### Signal wires on met1

Scale bar: 20 um.
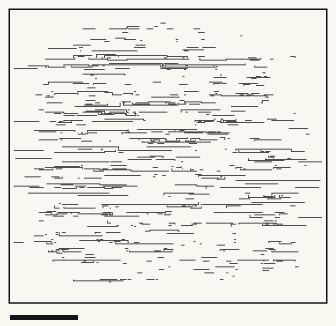
### M2 wires

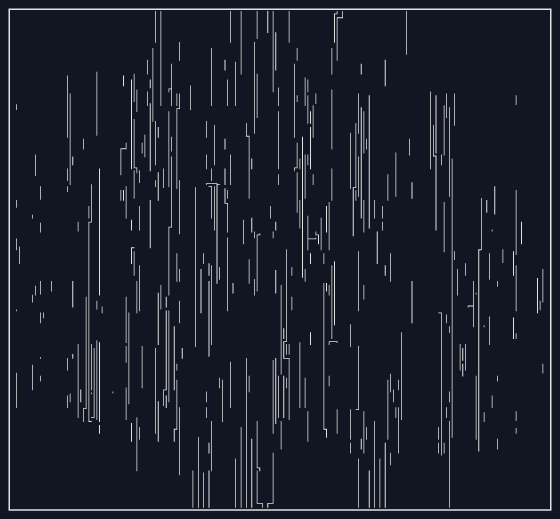
### Signal wires on met3

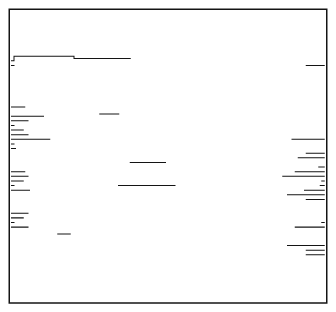
### Congestion heat map

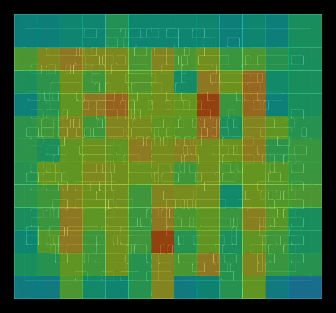
==> config.mk <==
export PLATFORM = sky130hd
export DESIGN_NAME = spi_cmd_arbiter_flat
export DESIGN_NICKNAME = d
export VERILOG_FILES = /design/src/rtl/spi_cmd_arbiter_pkg.sv /design/src/rtl/spi_cmd_arbiter_if.sv /design/src/rtl/spi_rr_arb2.sv /design/src/rtl/spi_cmd_arbiter.sv /design/src/flat_wrapper.sv
export SDC_FILE = /design/constraint.sdc
export NUM_CORES = 1
export LEC_CHECK = 0
export ABC_AREA = 1
export CAP_MARGIN = 20
export CELL_PAD_IN_SITES_DETAIL_PLACEMENT = 1
export CELL_PAD_IN_SITES_GLOBAL_PLACEMENT = 2
export CORE_AREA = 3 3 90 83
export CTS_CLUSTER_SIZE = 16
export DETAILED_ROUTE_END_ITERATION = 12
export DIE_AREA = 0 0 93 86
export GPL_ROUTABILITY_DRIVEN = 0
export PLACE_DENSITY_LB_ADDON = 0.1
export SYNTH_ARGS = -nofsm -noshare
export SYNTH_HDL_FRONTEND = slang
export SYNTH_SLANG_ARGS = --single-unit
export TNS_END_PERCENT = 1
==> constraint.sdc <==
create_clock -name sclk -period 2.2 [get_ports sclk]
set_input_delay 0.44 -clock sclk [delete_from_list [all_inputs] [get_ports sclk]]
set_output_delay 0.44 -clock sclk [all_outputs]
set_load 0.02 [all_outputs]
==> results.py <==
# Metrics from the implementation run
metrics = {
    "synthesis": {
        "area_leaders": "dfrtp_1 55%, nand2_1 15%, o211ai_2 5.5%",
        "yosys.area_share.aoi_pct": 11.8,
        "simple_gate_area_share_pct": 25.6,
        "post_synth_num_cell_types": 26,
        "ys_seq_share_pct": 54.7,
        "fa_ha_area_share_pct": 0,
        "syn-num-nets": 240,
        "top_cell_area_share_pct": 54.7,
        "synth-xor-area-share_pct": 0,
        "yosys_warnings": 0,
        "ys_area_sq_um": 1830,
        "top_area_cell": "dfrtp_1",
    },
    "min_path": {
        "hp-class": "flop to flop",
    },
    "critical_path": {
        "cp_slowest_cell": "clkdlybuf4s50_1",
        "r2r_setup_slack_ns": 0.75,
        "crit_required_ns": 1.76,
        "critPathTopFamily": "buffers and inverters",
        "crit_fanout": 4,
        "cp.arrival_ns": 1.63,
        "cp-end-kind": "primary output",
        "startpoint_type": "input port",
        "crit_type": "input port to primary output",
    },
    "timing": {
        "worstMarginPinSlew_ns": 0.517,
        "hold_slack_ns": 0.471,
        "rsz0062_at_grt": "no",
        "post-route-period-util_pct": 93.9,
        "min_period_ns": 2.07,
        "slew_violations": 0,
    },
    "grt": {
        "grt_max_degree": 41,
        "grt_overflow": 0,
        "grt_pass1_wl_um": 7920,
        "antenna_found_initial": 0,
    },
    "cells_and_area": {
        "nFillCells": 799,
        "mostFrequentLayoutCells": "72 x nand2_1, 61 x clkdlybuf4s50_1, 40 x dfrtp_1",
        "nets": 313,
        "antenna_cells": 0,
        "layout-drive-gt1-share_pct": 15.4,
        "lay_top_count": "nand2_1",
    },
    "floorplanning": {
        "ios": 64,
        "design.core.area_sq_um": 6590,
        "die_width_um": 93,
    },
    "place": {
        "port_buffers": 63,
        "dpl.hpwl_um": 3470,
    },
    "power_and_ir_drop": {
        "power_uw": 3340,
        "powerDensity_nw_per_um2": 1250,
    },
    "outcome": {
        "status": "finished clean",
    },
    "detailed_routing": {
        "drt_first_iter_violations": 29,
        "drc": 0,
    },
    "flow_run": {
        "cap_violations": 0,
    },
    "clock_network": {
        "cts_buffers": 5,
    },
}
## Picture notes: 'Signal wires on met1'
272 nets have wire on it. The layer carries 2190 um of wire. The layer holds 48% of the routed length. The longest straight run is 28.5 um. The wires run mostly horizontal.
grt met1 use: 17.1%
DR vias: 1527

## Picture notes: 'M2 wires'
The layer holds 46% of the routed length. The wires run mostly vertical. The longest straight run is 47.9 um.
met2 usage: 19.4%
final WL: 4570 um

## Picture notes: 'Signal wires on met3'
39 nets have wire on it. The longest straight run is 17.7 um. The layer holds 5.5% of the routed length. The layer carries 250 um of wire.
met3 GRT Util: 4.39%

## Picture notes: 'Congestion heat map'
Tot GR Track Use: 12.7%
drt wl/cell: 12.6 um
final core utilization: 40.6%
global route hottest layer: met2

cell families (layout without fill, tap and decap cells):
| logic type | count (synthesis) | after routing |
|---|---|---|
| buf+inv | 33 | 107 |
| compound gates | 26 | 26 |
| simple gates | 99 | 99 |
| flops | 40 | 40 |
cell usage after synthesis, drive strengths merged:
cell type and count:
nor2 7, nand4 1, a21oi 3, dfrtp 40, buf 3, nand2 80, inv 29, nand3 10
o211ai 9, clkinv 1, nand3b 1, o21ai 11, o22ai 3
stage by stage:
step	area (sq um)	utilization, %	std cells	setup WS (ns)	setup TNS (ns)
final	2670	40.6	362	0.134	0
after global routing	2670	40.6	362	0.0228	0
after CTS	2670	40.6	362	0.0872	0
after detailed placement	2580	39.2	354	-0.170	-0.290
after global placement	2580	39.2	354	-0.181	-0.305
after floorplan	1830	-	198	0.734	0
area by class of cell:
cell class | instances | area [sq um] | share of cell area [%]
inverter | 30 | 113 | 4.21
clock buffer | 8 | 90.1 | 3.37
tap | 90 | 113 | 4.21
sequential | 40 | 1000 | 37.4
timing repair buffer | 69 | 674 | 25.2
multi-input combinational | 125 | 683 | 25.5
what timing repair did:
item,in CTS,in global routing
hold buffers,0,0
endpoints found under the hold margin,0,0
setup buffers,0,0
gates resized,2,1
setup endpoints to repair,2,1
report_power, final:
group | switching, uW | total [uW] | internal (uW)
clock network | 238 | 494 | 256
logic | 952 | 1630 | 677
registers | 157 | 1220 | 1060
total | 1350 | 3340 | 1990
per-layer routing:
metal,vias up,track usage (%),share of wire (%)
li1,760,-,-
met2,43,19.4,46
met1,722,17.1,48
met5,-,0,0
met3,2,4.39,5.5
met4,0,3.60,0.66
worst min-delay path, delay by kind of cell, from the launching register on:
family           cells  cell delay [ns]
AND/OR/NAND/NOR      2             0.09
flip-flops           1             0.34
